## src/rtl/component_decode_pkg.sv

```systemverilog
// Shared constants and state encoding for the component decode sequencer.
package component_decode_pkg;

  localparam int unsigned MAX_BLOCKS = 8;
  localparam int unsigned COEFF_W    = 16;
  localparam int unsigned ADDR_W     = $clog2(MAX_BLOCKS * 64);
  localparam int unsigned POS_W      = 6;
  localparam int unsigned LAST_POS   = 63;

  typedef enum logic [2:0] {
    ST_IDLE    = 3'd0,
    ST_CLEAR   = 3'd1,
    ST_DC      = 3'd2,
    ST_AC      = 3'd3,
    ST_AC_SKIP = 3'd4,
    ST_FIN     = 3'd5
  } state_e;

endpackage

```

## src/rtl/component_coeff_stepper.sv

```systemverilog
// AC slot walker: block is the inner index, scan position the outer index.
module component_coeff_stepper #(
  parameter int unsigned BI_W = 3,
  parameter int unsigned NB_W = 4
) (
  input  logic            clk_i,
  input  logic            rst_i,
  input  logic            init_i,
  input  logic            adv_i,
  input  logic [NB_W-1:0] nblk_i,
  output logic [BI_W-1:0] blk_o,
  output logic [5:0]      pos_o,
  output logic            last_o
);
  import component_decode_pkg::*;

  logic [BI_W-1:0] blk_q, blk_d;
  logic [5:0]      pos_q, pos_d;
  logic            blk_end;

  assign blk_end = (NB_W'(blk_q) + NB_W'(1)) == nblk_i;
  assign last_o  = blk_end && (pos_q == 6'(LAST_POS));
  assign blk_o   = blk_q;
  assign pos_o   = pos_q;

  // Holds at the last slot; the caller tracks running past the end.
  always_comb begin
    blk_d = blk_q;
    pos_d = pos_q;
    if (init_i) begin
      blk_d = '0;
      pos_d = 6'd1;
    end else if (adv_i && !last_o) begin
      if (blk_end) begin
        blk_d = '0;
        pos_d = pos_q + 6'd1;
      end else begin
        blk_d = blk_q + BI_W'(1);
      end
    end
  end

  always_ff @(posedge clk_i or posedge rst_i) begin
    if (rst_i) begin
      blk_q <= '0;
      pos_q <= '0;
    end else begin
      blk_q <= blk_d;
      pos_q <= pos_d;
    end
  end

endmodule

```

## src/rtl/component_decode_sequencer.sv

```systemverilog
// Sequences clear, DC and AC run/level writes of one component into coefficient memory.
module component_decode_sequencer #(
  parameter int unsigned MAX_BLOCKS = 8,
  parameter int unsigned COEFF_W    = 16
) (
  input  logic                              clk_i,
  input  logic                              rst_i,
  input  logic                              start_i,
  input  logic [31:0]                       block_num_i,
  input  logic                              dc_valid_i,
  output logic                              dc_ready_o,
  input  logic [COEFF_W-1:0]                dc_level_i,
  input  logic                              ac_valid_i,
  output logic                              ac_ready_o,
  input  logic [5:0]                        ac_run_i,
  input  logic [COEFF_W-1:0]                ac_level_i,
  input  logic                              ac_end_i,
  output logic                              coeff_wr_en_o,
  output logic [$clog2(MAX_BLOCKS*64)-1:0]  coeff_addr_o,
  output logic [COEFF_W-1:0]                coeff_wdata_o,
  output logic                              busy_o,
  output logic                              done_o,
  output logic                              error_o
);
  import component_decode_pkg::*;

  localparam int unsigned AW    = $clog2(MAX_BLOCKS * 64);
  localparam int unsigned BI_W  = AW - POS_W;
  localparam int unsigned NB_W  = BI_W + 1;
  localparam int unsigned CNT_W = AW + 1;

  state_e state_q, state_d;

  logic [NB_W-1:0]    nblk_q, nblk_d;
  logic [CNT_W-1:0]   cnt_q, cnt_d;
  logic [COEFF_W-1:0] lvl_q, lvl_d;
  logic [5:0]         skip_q, skip_d;
  logic               past_q, past_d;
  logic               error_q, error_d;
  logic               wr_en_q, wr_en_d;
  logic [AW-1:0]      addr_q, addr_d;
  logic [COEFF_W-1:0] wdata_q, wdata_d;
  logic               busy_q, busy_d, done_q, done_d;
  logic               dc_rdy_q, dc_rdy_d, ac_rdy_q, ac_rdy_d;

  logic            st_init, st_adv, st_last;
  logic [BI_W-1:0] st_blk;
  logic [5:0]      st_pos;
  logic            blk_ok, clr_last, dc_last, ac_data, ovf;

  assign blk_ok   = (block_num_i != 32'd0) && (block_num_i <= 32'(MAX_BLOCKS));
  assign clr_last = (cnt_q + CNT_W'(1)) == {nblk_q, 6'd0};
  assign dc_last  = (cnt_q + CNT_W'(1)) == CNT_W'(nblk_q);
  assign ac_data  = (state_q == ST_AC) && ac_valid_i && !ac_end_i;
  // Any skip or write attempted once the final slot has been consumed overruns.
  assign ovf      = past_q && (ac_data || (state_q == ST_AC_SKIP));

  component_coeff_stepper #(
    .BI_W (BI_W),
    .NB_W (NB_W)
  ) u_stepper (
    .clk_i  (clk_i),
    .rst_i  (rst_i),
    .init_i (st_init),
    .adv_i  (st_adv),
    .nblk_i (nblk_q),
    .blk_o  (st_blk),
    .pos_o  (st_pos),
    .last_o (st_last)
  );

  always_ff @(posedge clk_i or posedge rst_i) begin
    if (rst_i) state_q <= ST_IDLE;
    else       state_q <= state_d;
  end

  always_comb begin
    state_d = state_q;
    case (state_q)
      ST_IDLE:    if (start_i) state_d = blk_ok ? ST_CLEAR : ST_FIN;
      ST_CLEAR:   if (clr_last) state_d = ST_DC;
      ST_DC:      if (dc_valid_i && dc_last) state_d = ST_AC;
      ST_AC: begin
        if (ac_valid_i) begin
          if (ac_end_i || ovf)    state_d = ST_FIN;
          else if (ac_run_i != 0) state_d = ST_AC_SKIP;
        end
      end
      ST_AC_SKIP: begin
        if (ovf)              state_d = ST_FIN;
        else if (skip_q == 0) state_d = ST_AC;
      end
      ST_FIN:     state_d = ST_IDLE;
      default:    state_d = ST_IDLE;
    endcase
  end

  always_comb begin
    wr_en_d = 1'b0;
    addr_d  = '0;
    wdata_d = '0;
    cnt_d   = cnt_q;
    nblk_d  = nblk_q;
    lvl_d   = lvl_q;
    skip_d  = skip_q;
    past_d  = past_q;
    error_d = error_q;
    st_init = 1'b0;
    st_adv  = 1'b0;
    case (state_q)
      ST_IDLE: begin
        if (start_i) begin
          if (blk_ok) begin
            nblk_d  = NB_W'(block_num_i);
            cnt_d   = '0;
            past_d  = 1'b0;
            error_d = 1'b0;
            st_init = 1'b1;
          end else begin
            error_d = 1'b1;
          end
        end
      end
      ST_CLEAR: begin
        wr_en_d = 1'b1;
        addr_d  = AW'(cnt_q);
        cnt_d   = clr_last ? '0 : cnt_q + CNT_W'(1);
      end
      ST_DC: begin
        if (dc_valid_i) begin
          wr_en_d = 1'b1;
          addr_d  = AW'({cnt_q, 6'd0});
          wdata_d = dc_level_i;
          cnt_d   = cnt_q + CNT_W'(1);
        end
      end
      ST_AC: begin
        if (ac_data) begin
          if (past_q) begin
            error_d = 1'b1;
          end else if (ac_run_i == 0) begin
            wr_en_d = 1'b1;
            addr_d  = {st_blk, st_pos};
            wdata_d = ac_level_i;
            st_adv  = 1'b1;
          end else begin
            lvl_d   = ac_level_i;
            skip_d  = ac_run_i - 6'd1;
            st_adv  = 1'b1;
          end
        end
      end
      ST_AC_SKIP: begin
        if (past_q) begin
          error_d = 1'b1;
        end else if (skip_q != 0) begin
          skip_d = skip_q - 6'd1;
          st_adv = 1'b1;
        end else begin
          wr_en_d = 1'b1;
          addr_d  = {st_blk, st_pos};
          wdata_d = lvl_q;
          st_adv  = 1'b1;
        end
      end
      default: ;
    endcase
    if (st_adv && st_last) past_d = 1'b1;
    busy_d   = state_d != ST_IDLE;
    done_d   = state_d == ST_FIN;
    dc_rdy_d = state_d == ST_DC;
    ac_rdy_d = state_d == ST_AC;
  end

  always_ff @(posedge clk_i or posedge rst_i) begin
    if (rst_i) begin
      nblk_q   <= '0;
      cnt_q    <= '0;
      lvl_q    <= '0;
      skip_q   <= '0;
      past_q   <= 1'b0;
      error_q  <= 1'b0;
      wr_en_q  <= 1'b0;
      addr_q   <= '0;
      wdata_q  <= '0;
      busy_q   <= 1'b0;
      done_q   <= 1'b0;
      dc_rdy_q <= 1'b0;
      ac_rdy_q <= 1'b0;
    end else begin
      nblk_q   <= nblk_d;
      cnt_q    <= cnt_d;
      lvl_q    <= lvl_d;
      skip_q   <= skip_d;
      past_q   <= past_d;
      error_q  <= error_d;
      wr_en_q  <= wr_en_d;
      addr_q   <= addr_d;
      wdata_q  <= wdata_d;
      busy_q   <= busy_d;
      done_q   <= done_d;
      dc_rdy_q <= dc_rdy_d;
      ac_rdy_q <= ac_rdy_d;
    end
  end

  assign coeff_wr_en_o = wr_en_q;
  assign coeff_addr_o  = addr_q;
  assign coeff_wdata_o = wdata_q;
  assign busy_o        = busy_q;
  assign done_o        = done_q;
  assign error_o       = error_q;
  assign dc_ready_o    = dc_rdy_q;
  assign ac_ready_o    = ac_rdy_q;

endmodule

```

## config.mk

```make
export PLATFORM = sky130hd
export DESIGN_NAME = component_decode_sequencer
export DESIGN_NICKNAME = d
export VERILOG_FILES = /design/src/rtl/component_decode_pkg.sv /design/src/rtl/component_coeff_stepper.sv /design/src/rtl/component_decode_sequencer.sv
export SDC_FILE = /design/constraint.sdc
export NUM_CORES = 1
export LEC_CHECK = 0
export ABC_AREA = 1
export CAP_MARGIN = 30
export CORE_UTILIZATION = 52
export CTS_BUF_LIST = sky130_fd_sc_hd__clkbuf_2 sky130_fd_sc_hd__clkbuf_4 sky130_fd_sc_hd__clkbuf_8
export DETAILED_ROUTE_END_ITERATION = 7
export PLACE_DENSITY = 0.84
export SKIP_CTS_REPAIR_TIMING = 1
export SLEW_MARGIN = 10
export SYNTH_ARGS = -nofsm -noshare
export SYNTH_HDL_FRONTEND = slang
export SYNTH_SLANG_ARGS = --single-unit
```

## constraint.sdc

```tcl
create_clock -name clk_i -period 2.55 [get_ports clk_i]
set_input_delay 0.255 -clock clk_i [delete_from_list [all_inputs] [get_ports clk_i]]
set_output_delay 0.255 -clock clk_i [all_outputs]
set_load 0.01 [all_outputs]
```

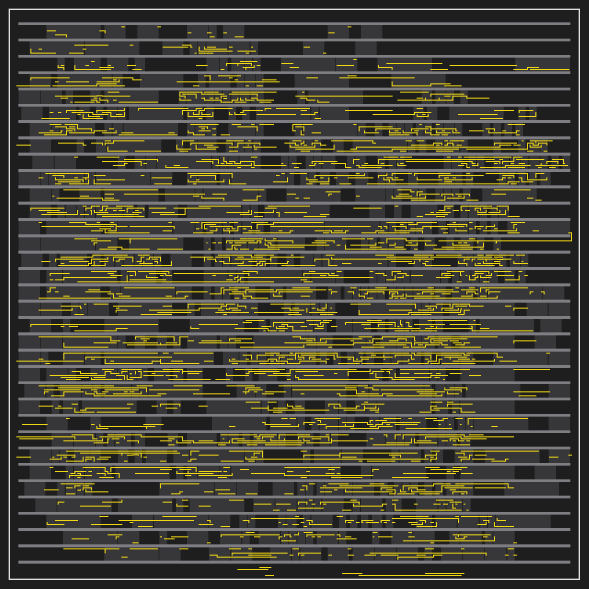
Figure 1: M1 wires.
Drawn at 6 px/um. Supply wires on this layer in grey. Cells faint in the background.
- share of all routed wire: 42%
- main direction: horizontal
via count of the routed design: 4341
met1 demand-to-capacity share in global routing: 32.8%
Post-Route WL: 11300 um

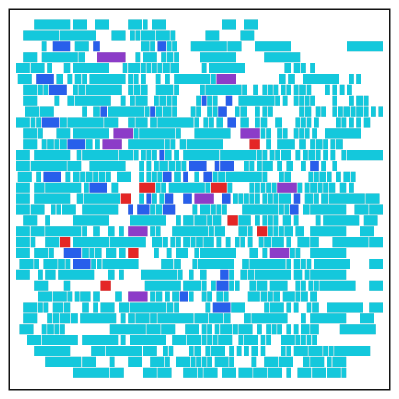
Figure 2: sizing map.
Drawn at 4 px/um.
- _3 and _4 cells: red (cells 9; share 1.2%; most used buf_4)
- _0 and _1 cells: cyan (cells 665; share 92%; most used nand2_1)
- _2 cells: blue (cells 38; share 5.3%; most used o211ai_2)
- _6 and larger: purple (cells 10; share 1.4%; most used clkbuf_8)
post-route worst setup slack: 0.425 ns
area of all placed cells without fillers: 5830 sq um
count of plain and timing-repair buffers: 111

==> run summary <==
fresh numbers from the pnr run: outcome completed, register fraction of the total cell area 34.4%, synthesized cell area about 4500 sq um, sequential share of the synthesized area between 40% and 50%, maximum operating frequency approximately 470 MHz, static leakage 2.77 nW, Clock Power 0.000807 W, internal reg-to-reg setup slack between 0.4 and 0.5 ns, ordered list of cells on the worst path ha_1, or2_1, a21oi_1, nand3_1, o21ai_1, nand2_1, nand2_2, nand2_1, nand3_1, internal power 0.00199 W, Reg2Reg Launch Point u_stepper.blk_o[0], global-route wire length before repair 18700 um, Hold/Removal Path Class primary input to asynchronous set/reset pin, Worst VDD drop 282 uV, fraction of final layout cells with drive strength greater than 1 7.89%, DR pass1 iterations 5, measured slew at the worst slew-check pin 0.656 ns, post-synthesis compound-gate area fraction 12.9%, share of flip-flops with an asynchronous set or reset 100%, chip footprint 8980 sq um
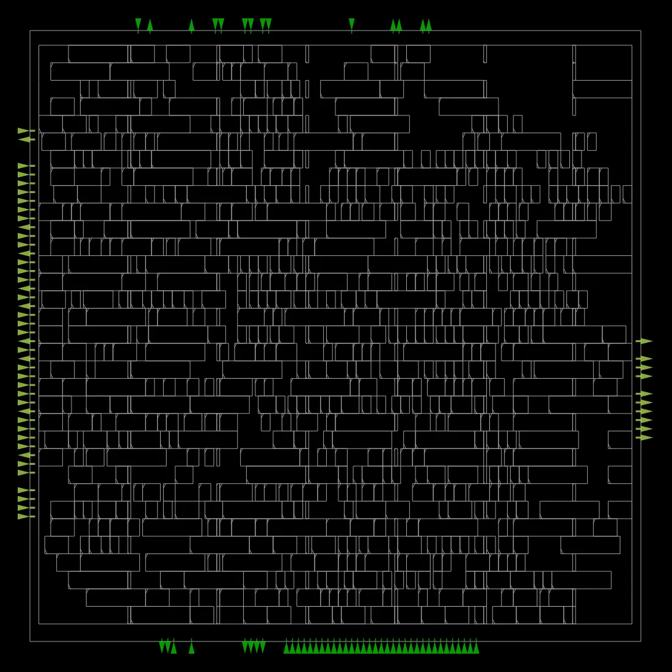
Figure 3: placed standard cells.
Std-Cell Rows: 33
utilization after layout: 70.5%
total number of tap cells: 105
seq_cells: 80
number of fillers in the final layout: 638

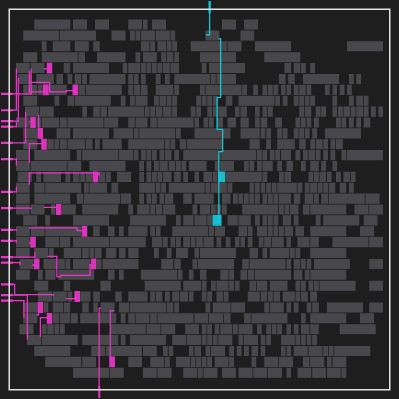
Figure 4: wires at chosen ports, followed through buffers.
Drawn at 4 px/um.
- ac_level_i: magenta (bits 16; direction input; end cells 16; buffers 16; wire 252 um)
- dc_valid_i: cyan (bits 1; direction input; end cells 2; buffers 1; wire 57.8 um)
count of port buffers added during placement: 106
I/O Pins: 107

metrics by stage:
stage	setup slack, ns	util (%)
4_1_cts	0.460	70.5
2_1_floorplan	0.243	-
3_3_place_gp	0.557	68.6
5_1_grt	0.187	70.5
6_report	0.425	70.5
3_5_place_dp	0.474	68.6
registers in the layout, summed over array words and instances, names as in the netlist:
name and flops:
nblk_q 4, u_stepper.blk_o 3, done_o 1, coeff_wdata_o 16, skip_q 6, error_o 1, busy_o 1, coeff_wr_en_o 1
coeff_addr_o 9, cnt_q 10, dc_ready_o 1, u_stepper.pos_o 6, ac_ready_o 1, state_q 3, past_q 1, lvl_q 16
worst register-to-register path, delay by kind of cell (launching register included):
family	cells	cell delay (ns)
AOI/OAI and AO/OA	2	0.37
and+or+nand+nor	6	0.90
DFF	1	0.44
adders and majority gates	1	0.35
No activity file was given, so power comes from the tool's default toggle rates.
